<file path="src/rtl/name_match_logger_if.sv">
// Bus between the name-match logger and its host: detector-side strobes in,
// FIFO head / status out.
interface name_match_logger_if #(
  parameter int POS_W = 16,
  parameter int DEPTH = 8,
  parameter int CNT_W = 16
);
  localparam int LW = $clog2(DEPTH) + 1;

  logic             chr_valid;
  logic             match;
  logic             rd_en;
  logic             clr_ovf;
  logic [POS_W-1:0] rd_data;
  logic             empty;
  logic             full;
  logic [LW-1:0]    level;
  logic             overflow;
  logic [CNT_W-1:0] match_count;

  // host / scoreboard side
  modport master (
    output chr_valid, match, rd_en, clr_ovf,
    input  rd_data, empty, full, level, overflow, match_count
  );

  // logger side
  modport slave (
    input  chr_valid, match, rd_en, clr_ovf,
    output rd_data, empty, full, level, overflow, match_count
  );
endinterface

</file>
<file path="src/rtl/name_match_logger.sv">
// Logs the character index at which the name detector fired. A running index
// of presented characters is delayed by MATCH_LAG clocks so that it lines up
// with the match pulse, then pushed into a first-word-fall-through FIFO.
// A saturating counter tracks every match, including ones dropped when full.
module name_match_logger #(
  parameter int POS_W     = 16,
  parameter int DEPTH     = 8,
  parameter int MATCH_LAG = 1,
  parameter int CNT_W     = 16
) (
  input  logic                 clk,
  input  logic                 rst,
  name_match_logger_if.slave   bus
);
  localparam int AW    = $clog2(DEPTH);
  localparam int LW    = AW + 1;
  // keep at least one pipeline stage declared so MATCH_LAG=0 still elaborates
  localparam int LAG_N = (MATCH_LAG == 0) ? 1 : MATCH_LAG;

  logic [POS_W-1:0] pos_cnt_q, pos_cnt_d;
  logic [POS_W-1:0] lag_q [LAG_N];
  logic [POS_W-1:0] lag_d [LAG_N];
  logic [POS_W-1:0] tag;

  logic [POS_W-1:0] mem_q [DEPTH];
  logic [POS_W-1:0] mem_d [DEPTH];
  logic [AW-1:0]    wr_ptr_q, wr_ptr_d;
  logic [AW-1:0]    rd_ptr_q, rd_ptr_d;
  logic [LW-1:0]    level_q, level_d;
  logic             ovf_q, ovf_d;
  logic [CNT_W-1:0] cnt_q, cnt_d;

  logic is_empty;
  logic is_full;
  logic do_pop;
  logic do_push;
  logic do_drop;

  // flags come only from registered occupancy
  assign is_empty = (level_q == '0);
  assign is_full  = (level_q == LW'(DEPTH));

  // a pop frees a slot in the same cycle, so a full FIFO still accepts a push
  assign do_pop  = bus.rd_en & ~is_empty;
  assign do_push = bus.match & (~is_full | do_pop);
  assign do_drop = bus.match & ~do_push;

  // index of the character currently on chr_valid; wraps silently
  always_comb begin
    pos_cnt_d = pos_cnt_q + POS_W'(bus.chr_valid);
  end

  // free-running delay line (not gated by chr_valid) to align with the match pulse
  always_comb begin
    lag_d[0] = pos_cnt_q;
    for (int i = 1; i < LAG_N; i++) begin
      lag_d[i] = lag_q[i-1];
    end
  end

  assign tag = (MATCH_LAG == 0) ? pos_cnt_q : lag_q[LAG_N-1];

  // FIFO storage, pointers and occupancy
  always_comb begin
    mem_d = mem_q;
    if (do_push) begin
      mem_d[wr_ptr_q] = tag;
    end
    wr_ptr_d = wr_ptr_q + AW'(do_push);
    rd_ptr_d = rd_ptr_q + AW'(do_pop);
    level_d  = level_q + LW'(do_push) - LW'(do_pop);
  end

  // saturating match counter and sticky overflow; a drop beats a clear
  always_comb begin
    cnt_d = cnt_q;
    if (bus.match && (cnt_q != {CNT_W{1'b1}})) begin
      cnt_d = cnt_q + CNT_W'(1);
    end
    ovf_d = ovf_q;
    if (do_drop) begin
      ovf_d = 1'b1;
    end else if (bus.clr_ovf) begin
      ovf_d = 1'b0;
    end
  end

  // state registers; reset discards every logged entry and ignores inputs
  always_ff @(posedge clk) begin
    if (rst) begin
      pos_cnt_q <= '0;
      for (int i = 0; i < LAG_N; i++) begin
        lag_q[i] <= '0;
      end
      for (int i = 0; i < DEPTH; i++) begin
        mem_q[i] <= '0;
      end
      wr_ptr_q <= '0;
      rd_ptr_q <= '0;
      level_q  <= '0;
      ovf_q    <= 1'b0;
      cnt_q    <= '0;
    end else begin
      pos_cnt_q <= pos_cnt_d;
      lag_q     <= lag_d;
      mem_q     <= mem_d;
      wr_ptr_q  <= wr_ptr_d;
      rd_ptr_q  <= rd_ptr_d;
      level_q   <= level_d;
      ovf_q     <= ovf_d;
      cnt_q     <= cnt_d;
    end
  end

  assign bus.rd_data     = mem_q[rd_ptr_q];
  assign bus.empty       = is_empty;
  assign bus.full        = is_full;
  assign bus.level       = level_q;
  assign bus.overflow    = ovf_q;
  assign bus.match_count = cnt_q;

endmodule
</file>
<file path="src/flat_wrapper.sv">
// flat-port wrapper written by rule: the top's interface ports become plain ports
module name_match_logger_flat 
#(
  parameter int POS_W     = 16,
  parameter int DEPTH     = 8,
  parameter int MATCH_LAG = 1,
  parameter int CNT_W     = 16
)
  (clk, rst, bus_chr_valid, bus_match, bus_rd_en, bus_clr_ovf, bus_rd_data, bus_empty, bus_full, bus_level, bus_overflow, bus_match_count);
  name_match_logger_if #(.POS_W(POS_W), .DEPTH(DEPTH), .CNT_W(CNT_W)) bus_i ();
  input  logic clk;
  input  logic rst;
  input wire logic [$bits(bus_i.chr_valid)-1:0] bus_chr_valid;
  input wire logic [$bits(bus_i.match)-1:0] bus_match;
  input wire logic [$bits(bus_i.rd_en)-1:0] bus_rd_en;
  input wire logic [$bits(bus_i.clr_ovf)-1:0] bus_clr_ovf;
  output wire logic [$bits(bus_i.rd_data)-1:0] bus_rd_data;
  output wire logic [$bits(bus_i.empty)-1:0] bus_empty;
  output wire logic [$bits(bus_i.full)-1:0] bus_full;
  output wire logic [$bits(bus_i.level)-1:0] bus_level;
  output wire logic [$bits(bus_i.overflow)-1:0] bus_overflow;
  output wire logic [$bits(bus_i.match_count)-1:0] bus_match_count;
  assign bus_i.chr_valid = bus_chr_valid;
  assign bus_i.match = bus_match;
  assign bus_i.rd_en = bus_rd_en;
  assign bus_i.clr_ovf = bus_clr_ovf;
  assign bus_rd_data = bus_i.rd_data;
  assign bus_empty = bus_i.empty;
  assign bus_full = bus_i.full;
  assign bus_level = bus_i.level;
  assign bus_overflow = bus_i.overflow;
  assign bus_match_count = bus_i.match_count;
  name_match_logger #(.POS_W(POS_W), .DEPTH(DEPTH), .MATCH_LAG(MATCH_LAG), .CNT_W(CNT_W)) u_core (.clk(clk), .rst(rst), .bus(bus_i));
endmodule
</file>
<file path="config.mk">
export PLATFORM = sky130hd
export DESIGN_NAME = name_match_logger_flat
export DESIGN_NICKNAME = d
export VERILOG_FILES = /design/src/rtl/name_match_logger_if.sv /design/src/rtl/name_match_logger.sv /design/src/flat_wrapper.sv
export SDC_FILE = /design/constraint.sdc
export NUM_CORES = 1
export LEC_CHECK = 0
export CORE_MARGIN = 5
export CORE_UTILIZATION = 25
export CTS_CLUSTER_SIZE = 20
export DETAILED_ROUTE_END_ITERATION = 7
export GPL_TIMING_DRIVEN = 0
export PLACE_DENSITY = 0.41
export SYNTH_ARGS = -nofsm -noshare
export SYNTH_HDL_FRONTEND = slang
export SYNTH_SLANG_ARGS = --single-unit
</file>
<file path="constraint.sdc">
create_clock -name clk -period 3 [get_ports clk]
set_clock_uncertainty 0.2 [all_clocks]
set_input_delay 0.75 -clock clk [delete_from_list [all_inputs] [get_ports clk]]
set_output_delay 0.75 -clock clk [all_outputs]
set_load 0.01 [all_outputs]
</file>
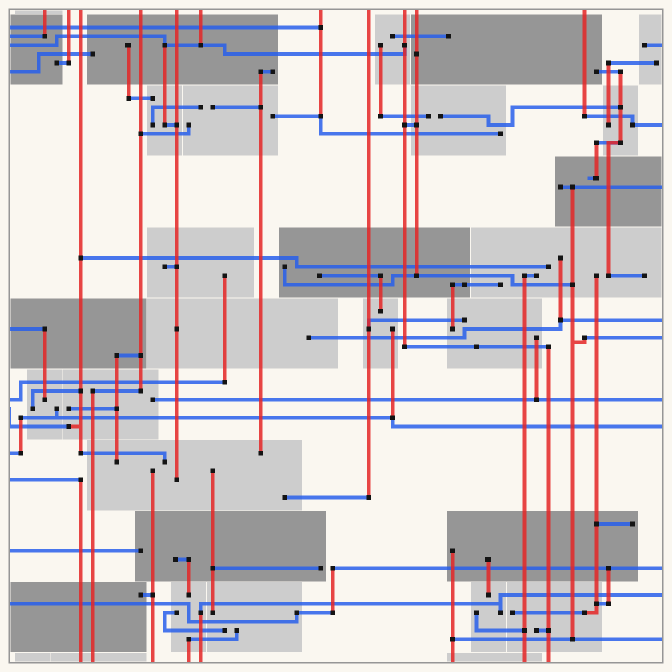
run_1/detail.png
Window x 130 to 155, y 35 to 60 um. Cells in grey, sequential cells in the stronger grey; small squares are vias.
| colour | layer |
|---|---|
| red | metal 2 |
| blue | metal 1 |
sequential cells in the window: 8
cells with their middle in the window: 25
netlist names of flops here include: u_core.mem_q (8)
most frequent: dfxtp_1 (8), nor2_1 (7), mux2i_1 (6)

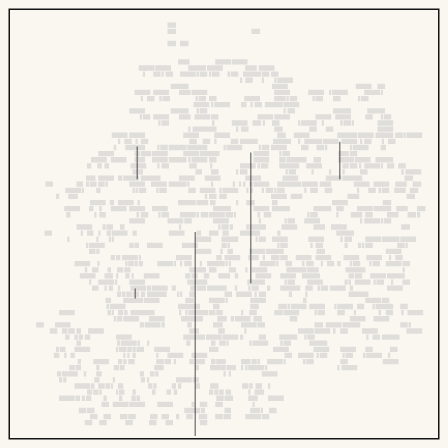
run_1/layer_met4.png
main direction: vertical
wire length on this layer: 183 um
nets with wire on the layer: 2
longest straight run: 90.4 um
share of all routed wire: 0.83%

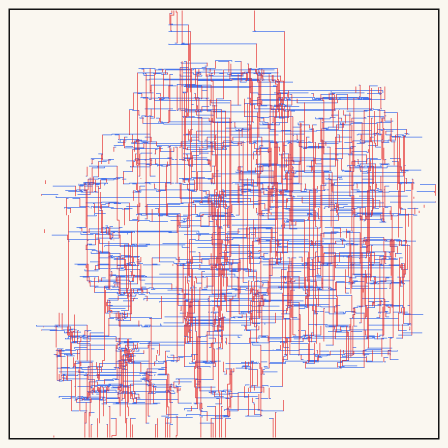
run_1/wires.png
Two of the layers only.
| colour | layer | wire length |
|---|---|---|
| blue | metal 1 | 10700 um |
| red | metal 2 | 10400 um |

==> impl_metrics.py, run 1 <==
# Auto-generated metrics
metrics = {
    "placement": {
        "dp_hpwl_mm": 15.2,
        "post_dp_cell_area_um2": 9110,
        "dp.cells": 1240,
        "gp_congestion": 0.702,
        "port-buffer-count": 43,
    },
    "drt": {
        "drc": 0,
        "firstDrtPassIters": 7,
        "vias": 5522,
        "vias_per_cell": 4.30,
        "drtAntennaViolNets": 0,
        "drtIter0Drc": 343,
        "wl_per_cell_um": 17.2,
        "drt-total-wl_mm": 22.1,
    },
    "final_timing": {
        "finalMaxSlewViolations": 0,
        "setup_slack_ns": -0.0457,
        "slew_headroom_pct": 25.3,
        "finalSetupViolCount": 12,
        "period_used_pct": 102,
        "tightestPinTransition_ns": 1.12,
        "fmax_mhz": 328,
        "timing.hold.ws_ns": 0.271,
    },
    "power": {
        "pg_clk_mw": 2.43,
        "pwr-share-comb_pct": 20.0,
        "p_seq_mw": 2.59,
        "p_int_mw": 4.58,
        "power-top-group": "sequential cells",
        "powerDensity_nw_per_um2": 625,
        "power_frac_clock_pct": 38.7,
        "switching_power_mw": 1.70,
        "p_comb_mw": 1.25,
        "peakVddDrop_mv": 0.351,
    },
    "yosys": {
        "ys_cells": 755,
        "synth_seq_share_pct": 46.0,
        "edf_count": 0,
        "top_area_cell": "dfxtp_1",
        "ys_area_um2": 8130,
        "fp_nets": 775,
        "yosysWarnings": 0,
        "ys_types": 48,
        "mappedNetlistArea_um2": 8130,
        "avgSynthCellArea_um2": 10.8,
        "top_cells_by_area": "dfxtp_1 46%, mux2i_1 16%, mux4_2 8.9%, nor2_1 6.9%, mux2_2 2.4%",
        "ff_type": "dfxtp_1",
        "top_cell_area_share_pct": 46.0,
        "common_cells": "187 x dfxtp_1, 149 x nor2_1, 130 x mux2i_1",
    },
    "cells_and_area": {
        "syn_to_final_growth_pct": 23.4,
        "layout-drive-gt1-share_pct": 18.5,
        "antennaDiodeCount": 0,
        "layout.cells.non_filler": 1283,
        "utilization_pct": 31.1,
        "stdcell_area_um2": 10000,
    },
    "worst_setup_path": {
        "r2r_cells": 9,
        "reg2reg_from": "u_core.bus.level[2]",
        "reg2reg_to": "u_core.mem_q[11]",
        "worstPathArrival_ns": 2.10,
        "end_kind": "primary output",
        "crit_type": "flop to primary output",
        "start_kind": "flop",
        "rrSetupSlack_ns": 0.22,
        "critical_path_required_ns": 2.05,
        "path_max_fanout": 6,
    },
    "cts": {
        "cts_tree": "yes",
        "path_clk_slew_ns": 0.07,
        "htree_num_levels": 4,
        "root_buffer": "clkbuf_16",
        "clock_sinks": 187,
        "numCtsBuffers": 17,
        "clk_latency_ns": 0.43,
    },
    "floorplanning": {
        "dieWidth_um": 190,
        "core_util_floorplan_pct": 25.2,
        "rows": 66,
        "dieArea_um2": 36200,
        "core_um2": 32300,
        "die_y_um": 190,
    },
    "min_path": {
        "hold_path.class": "flop to flop",
        "min_to": "u_core.bus.overflow",
    },
    "grt": {
        "grt_usage_pct": 12.6,
        "gr-total-overflow": 0,
        "antenna_found_initial": 0,
        "grt_pass1_vias": 5620,
        "grt_max_degree": 17,
    },
    "flow_run": {
        "warning_count": 29,
        "maxCapViolations": 0,
    },
    "run_status": {
        "violations": "setup timing",
        "status": "complete, but fails checks",
    },
}
## run 1: metal layers
| layer | up-vias | routed length, um | GRT usage [%] |
|---|---|---|---|
| li1 | 2781 | - | - |
| met2 | 75 | 10400 | 20.3 |
| met1 | 2653 | 10700 | 17.6 |
| met5 | - | 0 | 0 |
| met3 | 13 | 788 | 2.45 |
| met4 | 0 | 182 | 2.93 |
## run 1: how the worst max path moves through the flow
stage                                  start              end  slack [ns]  depth (start not counted)
after floorplan           u_core.rd_ptr_q[0]   bus_rd_data[0]        0.40                          4
after global placement    u_core.rd_ptr_q[0]   bus_rd_data[6]       -0.45                          5
after detailed placement  u_core.rd_ptr_q[0]  bus_rd_data[12]       -0.44                          5
after CTS                 u_core.rd_ptr_q[0]   bus_rd_data[7]       -0.11                          7
after global routing      u_core.rd_ptr_q[0]   bus_rd_data[1]       -0.11                          6
final                     u_core.rd_ptr_q[0]  bus_rd_data[10]       -0.05                          6
## run 1: critical path: stages (launching register included)
cell and delay (ns):
dfxtp_2 0.35, clkbuf_16 0.16, buf_12 0.13, buf_12 0.11
mux4_2 0.53, mux2_4 0.28, buf_6 0.12
## run 1: registers in the layout (all words and copies together) (netlist names)
register                count
u_core.bus.overflow         1
u_core.wr_ptr_q             3
u_core.lag_d               16
u_core.mem_q              128
u_core.bus.match_count     16
u_core.lag_q               16
u_core.rd_ptr_q             3
u_core.bus.level            4
## run 1: layout make-up
| class | instances | area [um^2] |
|---|---|---|
| repair buffers | 55 | 587 |
| well taps | 442 | 553 |
| clock buffers | 20 | 467 |
| plain buffers | 61 | 404 |
| clock inverters | 12 | 159 |
| multi-input cells | 493 | 4070 |
| inverters | 13 | 53.8 |
| flip-flops and latches | 187 | 3750 |
| fillers | 3333 | 22300 |
## run 1: what timing repair did
action                                  CTS  global route
gates resized                           118            15
buffers inserted                         13             0
gates cloned                              1             0
hold buffers                              0             0
endpoints found under the setup margin   17            25
pin swaps                                 0             0
## run 1: cells by family after synthesis
family / after synthesis / share of synthesized area (%)
XOR/XNOR: 14 / 1.51
AND/OR/NAND/NOR: 241 / 13.9
buffers and inverters: 75 / 4.69
multiplexers: 179 / 27.2
flip-flops: 187 / 46.0
adder cells (fa/ha/maj): 14 / 2.25
AND-OR/OR-AND: 45 / 4.42
## run 1: placed cells by master, fill, tap and decap left out, types with 7 or more instances in the layout
cell type and n:
mux2i_1 130, xor2_1 9, nand4_1 9, clkbuf_1 26, nor2_1 149, a21oi_1 14, nor2b_1 25, dfxtp_1 185
mux2_4 16, mux4_2 32, clkdlybuf4s50_1 26, inv_1 12, o21ai_0 8, or4_1 9, buf_4 8, nand2_1 12
clkbuf_16 18, nand3_1 9, buf_6 27, buf_2 16, o31ai_1 7, ha_1 13
## run 1: metrics by stage
stage,TNS [ns],setup slack [ns]
floorplan,0,0.398
global placement,-34.26,-0.445
detailed placement,-35.69,-0.441
CTS,-1.03,-0.105
global route,-1.11,-0.111
finish,-0.372,-0.0457
==> run 2: changes to the inputs <==
Settings changed: SETUP_SLACK_MARGIN from default to 0.05, TNS_END_PERCENT from default to 10.
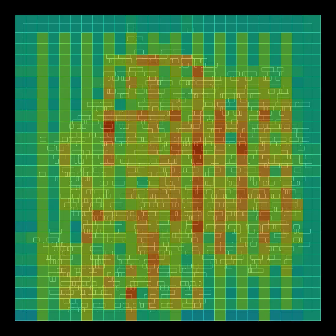
run_2/congestion.png
wire per inst: 17.2 um
fin util: 31.2%

==> impl_metrics.py, run 2 <==
# Auto-generated metrics
metrics = {
    "run_status": {
        "status": "complete, but fails checks",
        "violations": "setup timing",
    },
    "cts": {
        "numCtsBuffers": 17,
        "clk_latency_ns": 0.43,
        "path_clk_slew_ns": 0.08,
        "cts_tree": "yes",
        "htree_num_levels": 4,
        "clock_sinks": 187,
    },
    "worst_setup_path": {
        "start_kind": "flop",
        "critical_path_required_ns": 2.05,
        "crit_type": "flop to primary output",
        "path_max_fanout": 6,
        "worstPathArrival_ns": 2.10,
    },
    "power": {
        "power_frac_clock_pct": 38.6,
        "pwr-share-comb_pct": 20.4,
        "peakVddDrop_mv": 0.353,
        "switching_power_mw": 1.72,
        "powerDensity_nw_per_um2": 627,
        "p_int_mw": 4.60,
    },
    "yosys": {
        "top_area_cell": "dfxtp_1",
        "fp_nets": 775,
        "synth_seq_share_pct": 46.0,
        "ys_cells": 755,
        "ys_area_um2": 8130,
        "common_cells": "187 x dfxtp_1, 149 x nor2_1, 130 x mux2i_1",
        "avgSynthCellArea_um2": 10.8,
        "top_cells_by_area": "dfxtp_1 46%, mux2i_1 16%, mux4_2 8.9%, nor2_1 6.9%, mux2_2 2.4%",
        "ys_types": 48,
        "ff_type": "dfxtp_1",
        "mappedNetlistArea_um2": 8130,
        "edf_count": 0,
        "top_cell_area_share_pct": 46.0,
        "yosysWarnings": 0,
    },
    "cells_and_area": {
        "layout-drive-gt1-share_pct": 19.1,
        "syn_to_final_growth_pct": 23.9,
        "final_cell_mix": "185 x dfxtp_1, 149 x nor2_1, 130 x mux2i_1, 32 x mux4_2, 27 x buf_6",
        "fillCellCount": 3338,
        "antennaDiodeCount": 0,
        "mostFrequentLayoutCell": "dfxtp_1",
        "largest_register": "u_core.mem_q",
        "largest_reg_flops": 128,
    },
    "final_timing": {
        "period_used_pct": 102,
        "finalMaxSlewViolations": 0,
        "setup_slack_ns": -0.0537,
        "timing.hold.ws_ns": 0.270,
        "tightestPinTransition_ns": 0.920,
        "finalSetupViolCount": 12,
        "fmax_mhz": 327,
    },
    "floorplanning": {
        "die_y_um": 190,
        "dieWidth_um": 190,
        "rows": 66,
        "dieArea_um2": 36200,
        "core_util_floorplan_pct": 25.2,
    },
    "drt": {
        "drtAntennaViolNets": 0,
        "vias_per_cell": 4.32,
        "drtIter0Drc": 347,
        "vias": 5544,
        "drt-total-wl_mm": 22.1,
    },
    "min_path": {
        "hold_path.class": "flop to flop",
    },
    "placement": {
        "port-buffer-count": 43,
        "pre_cts_slack_ns": -0.441,
        "post_dp_cell_area_um2": 9110,
        "gp_congestion": 0.702,
        "dp_hpwl_mm": 15.2,
    },
    "flow_run": {
        "warning_count": 29,
        "maxCapViolations": 0,
    },
    "grt": {
        "grt_usage_pct": 12.6,
        "grt_pass1_vias": 5582,
        "gr-total-overflow": 0,
    },
}
==> run 2: critical path, cell delays in order, from the launching register on <==
cell and delay (ns):
dfxtp_2 0.35, clkbuf_16 0.16, buf_12 0.13, buf_12 0.11
mux4_2 0.53, mux2_4 0.28, buf_6 0.12
==> run 2: area by class of cell <==
class | instances | area [um^2] | area share (%)
inverter | 13 | 53.8 | 0.534
clock inverter | 12 | 159 | 1.58
sequential | 187 | 3750 | 37.2
tap | 442 | 553 | 5.49
timing repair buffer | 55 | 613 | 6.08
buffer | 61 | 408 | 4.05
multi-input combinational | 493 | 4080 | 40.5
clock buffer | 20 | 467 | 4.63
==> run 2: cell families (layout without fill, tap and decap cells) <==
| logic type | count (synthesis) | in the layout | synth area share, % |
|---|---|---|---|
| AOI/OAI and AO/OA | 45 | 45 | 4.42 |
| xor gates and xnor gates | 14 | 14 | 1.51 |
| adders and majority gates | 14 | 14 | 2.25 |
| buffers and inverters | 75 | 161 | 4.69 |
| DFF | 187 | 187 | 46.0 |
| muxes | 179 | 179 | 27.2 |
| and+or+nand+nor | 241 | 241 | 13.9 |
==> run 2: per-stage QoR <==
| step | power (mW) | TNS, ns | instances |
|---|---|---|---|
| 2_1_floorplan | 3.33 | 0 | 755 |
| 6_report | 6.32 | -0.398 | 1283 |
| 3_5_place_dp | 3.65 | -35.69 | 1240 |
| 5_1_grt | 6.61 | -1.12 | 1283 |
| 4_1_cts | 6.37 | -0.897 | 1281 |
| 3_3_place_gp | 3.65 | -34.26 | 1240 |
==> run 2: power by group through the flow <==
stage          Combinational (mW)  Clock [mW]  Sequential (mW)
2_1_floorplan               0.690           0             2.64
6_report                     1.29        2.44             2.59
4_1_cts                      1.28        2.50             2.59
3_3_place_gp                 1.01           0             2.64
3_5_place_dp                 1.01           0             2.64
5_1_grt                      1.40        2.60             2.60
==> run 2: per-layer routing <==
layer / global-route usage [%] / part of all wire, %
met1: 17.6 / 49
met4: 2.82 / 0.81
met2: 20.3 / 47
met5: 0 / 0
met3: 2.44 / 3.2
==> run 2: worst paths after layout <==
check             slack [ns]                start  cells after the start                   to
hold reg to reg         0.27  u_core.bus.overflow                      2  u_core.bus.overflow
setup reg to reg        0.29  u_core.bus.level[2]                      8     u_core.mem_q[72]
hold / removal          0.27  u_core.bus.overflow                      2  u_core.bus.overflow
setup / recovery       -0.05   u_core.rd_ptr_q[0]                      6      bus_rd_data[10]
==> run 2: timing repair <==
item | in CTS | in global routing
buffers inserted | 9 | 2
endpoints found under the setup margin | 17 | 39
endpoints found under the hold margin | 0 | 0
cloned | 1 | 0
pin swaps | 0 | 0
gates resized | 112 | 26
Power figures rest on the tool's default switching activity, not on a simulated workload.
